**src/rtl/dmux8way16_buf.sv**
```systemverilog
// 8-way write-side demultiplexer: steers one input word into one of eight
// single-entry lane buffers, each with its own valid/ready handshake.
module dmux8way16_buf #(
    parameter int WIDTH  = 16,
    parameter bit BYPASS = 1'b1
) (
    input  logic             clk,
    input  logic             rst_n,
    input  logic             flush,
    input  logic             in_valid,
    output logic             in_ready,
    input  logic [WIDTH-1:0] in_data,
    input  logic [2:0]       in_sel,
    output logic [WIDTH-1:0] out1,
    output logic [WIDTH-1:0] out2,
    output logic [WIDTH-1:0] out3,
    output logic [WIDTH-1:0] out4,
    output logic [WIDTH-1:0] out5,
    output logic [WIDTH-1:0] out6,
    output logic [WIDTH-1:0] out7,
    output logic [WIDTH-1:0] out8,
    output logic [7:0]       out_valid,
    input  logic [7:0]       out_ready,
    output logic [3:0]       occupancy,
    output logic [15:0]      accept_cnt
);

    logic [WIDTH-1:0] r_data [8];
    logic [7:0]       r_valid;
    logic [3:0]       r_occ;
    logic [15:0]      r_cnt;

    logic             w_in_ready;
    logic             w_fire;
    logic [7:0]       w_drain;
    logic [7:0]       w_fill;
    logic [7:0]       w_valid_nxt;

    function automatic logic [3:0] popcount8(input logic [7:0] v);
        logic [3:0] sum;
        sum = 4'd0;
        for (int i = 0; i < 8; i++) begin
            sum = sum + {3'd0, v[i]};
        end
        return sum;
    endfunction

    // Input-side handshake: only the selected lane's state matters.
    always_comb begin
        w_in_ready = 1'b0;
        if (flush) begin
            w_in_ready = 1'b0;
        end else if (BYPASS) begin
            w_in_ready = ~r_valid[in_sel] | out_ready[in_sel];
        end else begin
            w_in_ready = ~r_valid[in_sel];
        end
    end

    assign w_fire  = in_valid & w_in_ready;
    assign w_drain = r_valid & out_ready;

    // Fill mask and next-state valid vector; a fill wins over a same-lane drain.
    always_comb begin
        w_fill      = 8'd0;
        w_valid_nxt = 8'd0;
        if (w_fire) begin
            w_fill = 8'd1 << in_sel;
        end else begin
            w_fill = 8'd0;
        end
        if (flush) begin
            w_valid_nxt = 8'd0;
        end else begin
            w_valid_nxt = (r_valid & ~w_drain) | w_fill;
        end
    end

    // Lane data registers load only on a fill; drains leave data in place.
    always_ff @(posedge clk or negedge rst_n) begin
        if (!rst_n) begin
            for (int i = 0; i < 8; i++) begin
                r_data[i] <= {WIDTH{1'b0}};
            end
        end else begin
            for (int i = 0; i < 8; i++) begin
                if (w_fill[i]) begin
                    r_data[i] <= in_data;
                end
            end
        end
    end

    // Valid flags, occupancy and the wrapping accept counter.
    always_ff @(posedge clk or negedge rst_n) begin
        if (!rst_n) begin
            r_valid <= 8'd0;
            r_occ   <= 4'd0;
            r_cnt   <= 16'd0;
        end else begin
            r_valid <= w_valid_nxt;
            r_occ   <= popcount8(w_valid_nxt);
            if (w_fire) begin
                r_cnt <= r_cnt + 16'd1;
            end
        end
    end

    assign in_ready   = w_in_ready;
    assign out_valid  = r_valid;
    assign occupancy  = r_occ;
    assign accept_cnt = r_cnt;
    assign out1 = r_data[0];
    assign out2 = r_data[1];
    assign out3 = r_data[2];
    assign out4 = r_data[3];
    assign out5 = r_data[4];
    assign out6 = r_data[5];
    assign out7 = r_data[6];
    assign out8 = r_data[7];

endmodule

```
**config.mk**
```make
export PLATFORM = sky130hd
export DESIGN_NAME = dmux8way16_buf
export DESIGN_NICKNAME = d
export VERILOG_FILES = /design/src/rtl/dmux8way16_buf.sv
export SDC_FILE = /design/constraint.sdc
export NUM_CORES = 1
export LEC_CHECK = 0
export ABC_AREA = 0
export CAP_MARGIN = 20
export CORE_ASPECT_RATIO = 1.25
export CORE_MARGIN = 3
export CORE_UTILIZATION = 37
export DETAILED_ROUTE_END_ITERATION = 6
export GPL_TIMING_DRIVEN = 0
export PLACE_DENSITY = 0.67
export SYNTH_ARGS = -nofsm -noshare
export SYNTH_HDL_FRONTEND = slang
export SYNTH_SLANG_ARGS = --single-unit
```
**constraint.sdc**
```tcl
create_clock -name clk -period 3.8 [get_ports clk]
set_input_delay 0.57 -clock clk [delete_from_list [all_inputs] [get_ports clk]]
set_output_delay 0.57 -clock clk [all_outputs]
set_load 0.005 [all_outputs]
```
Congestion heat map:
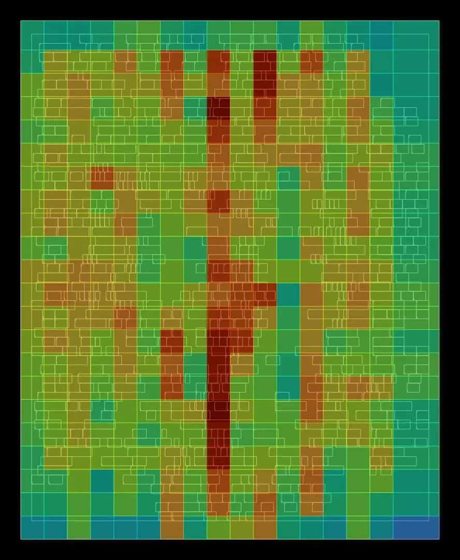
GR peak layer: met2
final core occ: 0.5675
GRT met3 Usage: 0.07285
Global Route met2 Usage: 0.3204
met1 Usage GRT: 0.2261

Drive-strength map:
Scale: 2 px per µm.
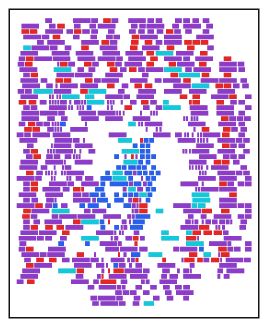
- blue: x3 and x4 (cells 64; share 8.6%; most used buf_4)
- red: x2 (cells 118; share 16%; most used mux2_2)
- purple: x1 and smaller (cells 525; share 71%; most used clkdlybuf4s50_1)
- cyan: x6 and larger (cells 37; share 5.0%; most used clkbuf_16)

Gate-type map:
Scale: 2 px per µm.
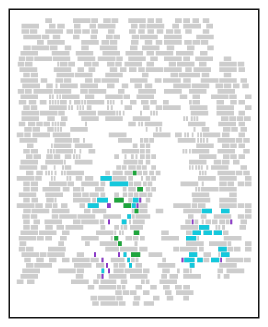
- green: and/or cells (cells 9; most used or2_1)
- purple: inv cells (cells 14; most used inv_1)
- cyan: aoi and oai cells (cells 26; most used a211oi_2)
fin cells: 964
most used logic cell in the final layout: clkdlybuf4s50_1
fraction of area in multi-input gates: 0.2538

Cells colored by class:
Scale: 2 px per µm. Fill, decap, tap and diode cells in gray.
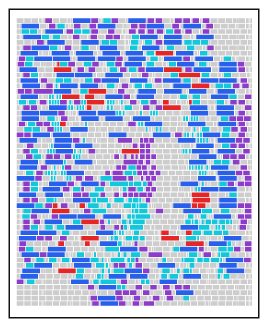
- blue: registers (cells 156; share of their area 42%)
- purple: remaining buffers and delay cells (cells 245; share of their area 25%)
- red: clock drivers and dummy loads (cells 32; share of their area 6.1%)
- cyan: remaining logic cells (cells 311; share of their area 27%)

Metal 3:
Scale: 3 px per µm.
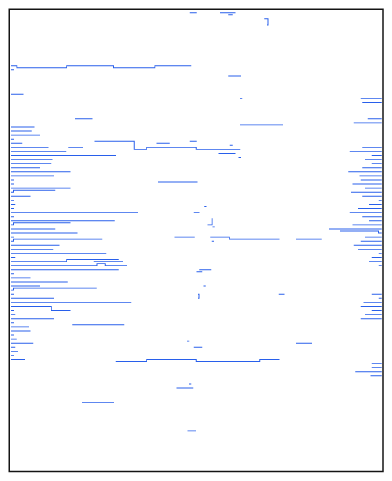
- wire length on this layer: 1350 µm
- share of all routed wire: 7.6%
- nets with wire on the layer: 124
vias after detailed routing: 4731
DRT Wirelength: 17.94 mm

==> flow_summary.toml <==
# physical design summary
[synthesis]
area_leaders = "dfrtp_1 (61%), mux2_2 (15%), nand2_1 (5.9%)"
async_reset_ff_frac = 1.000
ys_sh_xor = 0.02174
synth-edff-count = 0
ys_sh_simple = 0.1132
ff_type = "dfrtp_1"
syn_inst = 485
synth_nets = 524
ys_seq_share = 0.6057
ys_ff = 156
yosysUniqueCellTypes = 44
yosysWarningCount = 0
synth_chip_area_um2 = 6445
ys_sh_mux = 0.1695
yosys.cell_count.top_type = "dfrtp_1"
top_area_cell = "dfrtp_1"
syn-cell-area_um2 = 6445
common_cells = "dfrtp_1 (156), nand2_1 (101), mux2_2 (88)"
synthAdderAreaFrac = 0.02019
topCombFamilyByArea = "multiplexers"
yosysTopAreaCellShare = 0.6057
ys_cells = 485
compound_area_frac = 0.04252
avgSynthCellArea_um2 = 13.29

[final_timing]
max_freq_mhz = 267.8
rsz0062_at_grt = "yes"
fin_crit_sh = 0.9826
worst_pin_slew_ns = 0.8800
skew_ns = 0.006778
fin_crit_ns = 3.734
slew_headroom = 0.4133
hold_viol = 0
setup_tns_ns = 0
slew_violations = 0
setup_viol = 0

[cells_and_area]
largest_cell_class = "flip-flops and latches"
n_all_inverters = 14
nClkBuffers = 19
logic_area_um2 = 2445
fill_cells = 1464
buffers_excl_clock = 245
flop-count = 156
clock_cell_area_share = 0.05974
seq_share = 0.4052
nonClkBufAreaFrac = 0.2470
diodes = 0
layout-drive-gt1-share = 0.2944
regArea_um2 = 3904
lay_top_cells = "clkdlybuf4s50_1 (178), dfrtp_1 (156), nand2_1 (101), mux2_2 (88), buf_4 (42)"
syn_to_final_growth_pct = 49.49
nets = 770
multi_input_comb_cells = 297

[critical_path]
endpoint_kind = "flop"
r2r_cells = 13
slowest_stage = "fa_1"
r2r_end = "occupancy[1]"
regToRegSetupSlack_ns = 0.07
cp-endpoint = "occupancy[1]"
crit_arrival_ns = 4.05
criticalPathCategory = "reg -> reg"
max_stage_delay_ns = 0.54
worst_path_most_repeated_cell = "inv_2"
r2r-start = "out_valid[0]"
path_depth = 13
cp_max_fo = 2
cp.required_ns = 4.12
path_cells = "or4b_4 > nand4_1 > buf_4 > a21oi_4 > fa_1 > inv_2 > fa_1 > inv_2 > fa_1 > ha_2 > inv_2 > fa_2 > inv_2"
critPathBufInv = 5
setup.worst_path.start = "out_valid[0]"
path_delay_family = "adder cells"
cp-start-kind = "flop"

[power]
peakVddDrop_mv = 0.3006
total_power_mw = 5.189
powerDensity_nw_per_um2 = 538.6
p_leak_nw = 4.281

[cts]
holdBufCountCts = 0
clock_latency_ns = 0.42
root_buffer = "clkbuf_16"
path_clk_slew_ns = 0.06
clk_path_buf_depth = 2
cts_tree = "done"
cts.sinks = 156
cts_htree_levels = 4
cts_buffers = 17

[floorplanning]
core_area_um2 = 16980
die_y_um = 153.6
dieArea_um2 = 19050
fp_util = 0.3796
die_w_um = 124.0
tapCellCount = 220
rows = 53
io_pins = 188

[hold_path]
worstHoldPathType = "in -> async"

[place]
dp_hpwl_mm = 12.32
io_buffer_count = 185
gp_congestion = 0.8177

[flow_run]
warnings = 28
maxCapViolCount = 0

[detailed_routing]
wire_per_inst_um = 18.60
ant_nets = 0
drt_iter0_markers = 164
drt-pass1-iter-count = 6
drc = 0
routed_via_density = 4.908

[global_route]
grt_pass1_vias = 5040
antenna_found_initial = 1
grt_first_pass_wirelength_mm = 27.99
grt_usage = 0.1934
grt_start_max_net_pins = 96
grt_overflow_total = 0

[outcome]
status = "finished, final reports clean"
==> repair_timing <==
item | 4_1_cts | 5_1_grt
setup endpoints to repair | 4 | 9
setup buffers | 30 | 13
pin swaps | 9 | 12
gates cloned | 0 | 0
hold endpoints to repair | 0 | 0
resized | 12 | 29
==> worst min-delay path by stage <==
| stage | start | endpoint | slack [ns] | cells after the start |
|---|---|---|---|---|
| final | rst_n | out1[9] | 0.23 | 1 |
| after global routing | rst_n | out2[9] | 0.28 | 1 |
| after CTS | rst_n | out5[9] | 0.26 | 1 |
| after detailed placement | accept_cnt[15] | accept_cnt[15] | 0.46 | 1 |
| after global placement | out1[12] | out1[12] | 0.46 | 2 |
| after floorplan | rst_n | accept_cnt[0] | 0.27 | 0 |
==> per-layer routing <==
| layer | up-vias | track usage | part of all wire |
|---|---|---|---|
| li1 | 2149 | - | - |
| met1 | 2388 | 0.2261 | 0.39 |
| met2 | 159 | 0.3204 | 0.50 |
| met3 | 33 | 0.07285 | 0.075 |
| met4 | 2 | 0.07359 | 0.029 |
| met5 | - | 0 | 0.00072 |
==> metrics by stage <==
stage | worst slack (ns) | std cells | instance area (µm²) | util | hold slack, ns
2_1_floorplan | -0.2351 | 485 | 6486 | - | 0.2744
3_3_place_gp | -3.814 | 890 | 8613 | 0.5074 | 0.4582
3_5_place_dp | -1.162 | 891 | 8642 | 0.5091 | 0.4581
4_1_cts | 0.01264 | 952 | 9474 | 0.5581 | 0.2628
5_1_grt | -0.04438 | 964 | 9634 | 0.5675 | 0.2832
6_report | 0.06594 | 964 | 9634 | 0.5675 | 0.2263
==> report_power, final <==
group / switching (mW) / internal [mW]
logic: 0.454 / 0.866
registers: 0.216 / 2.01
clock network: 0.703 / 0.934
total: 1.37 / 3.82
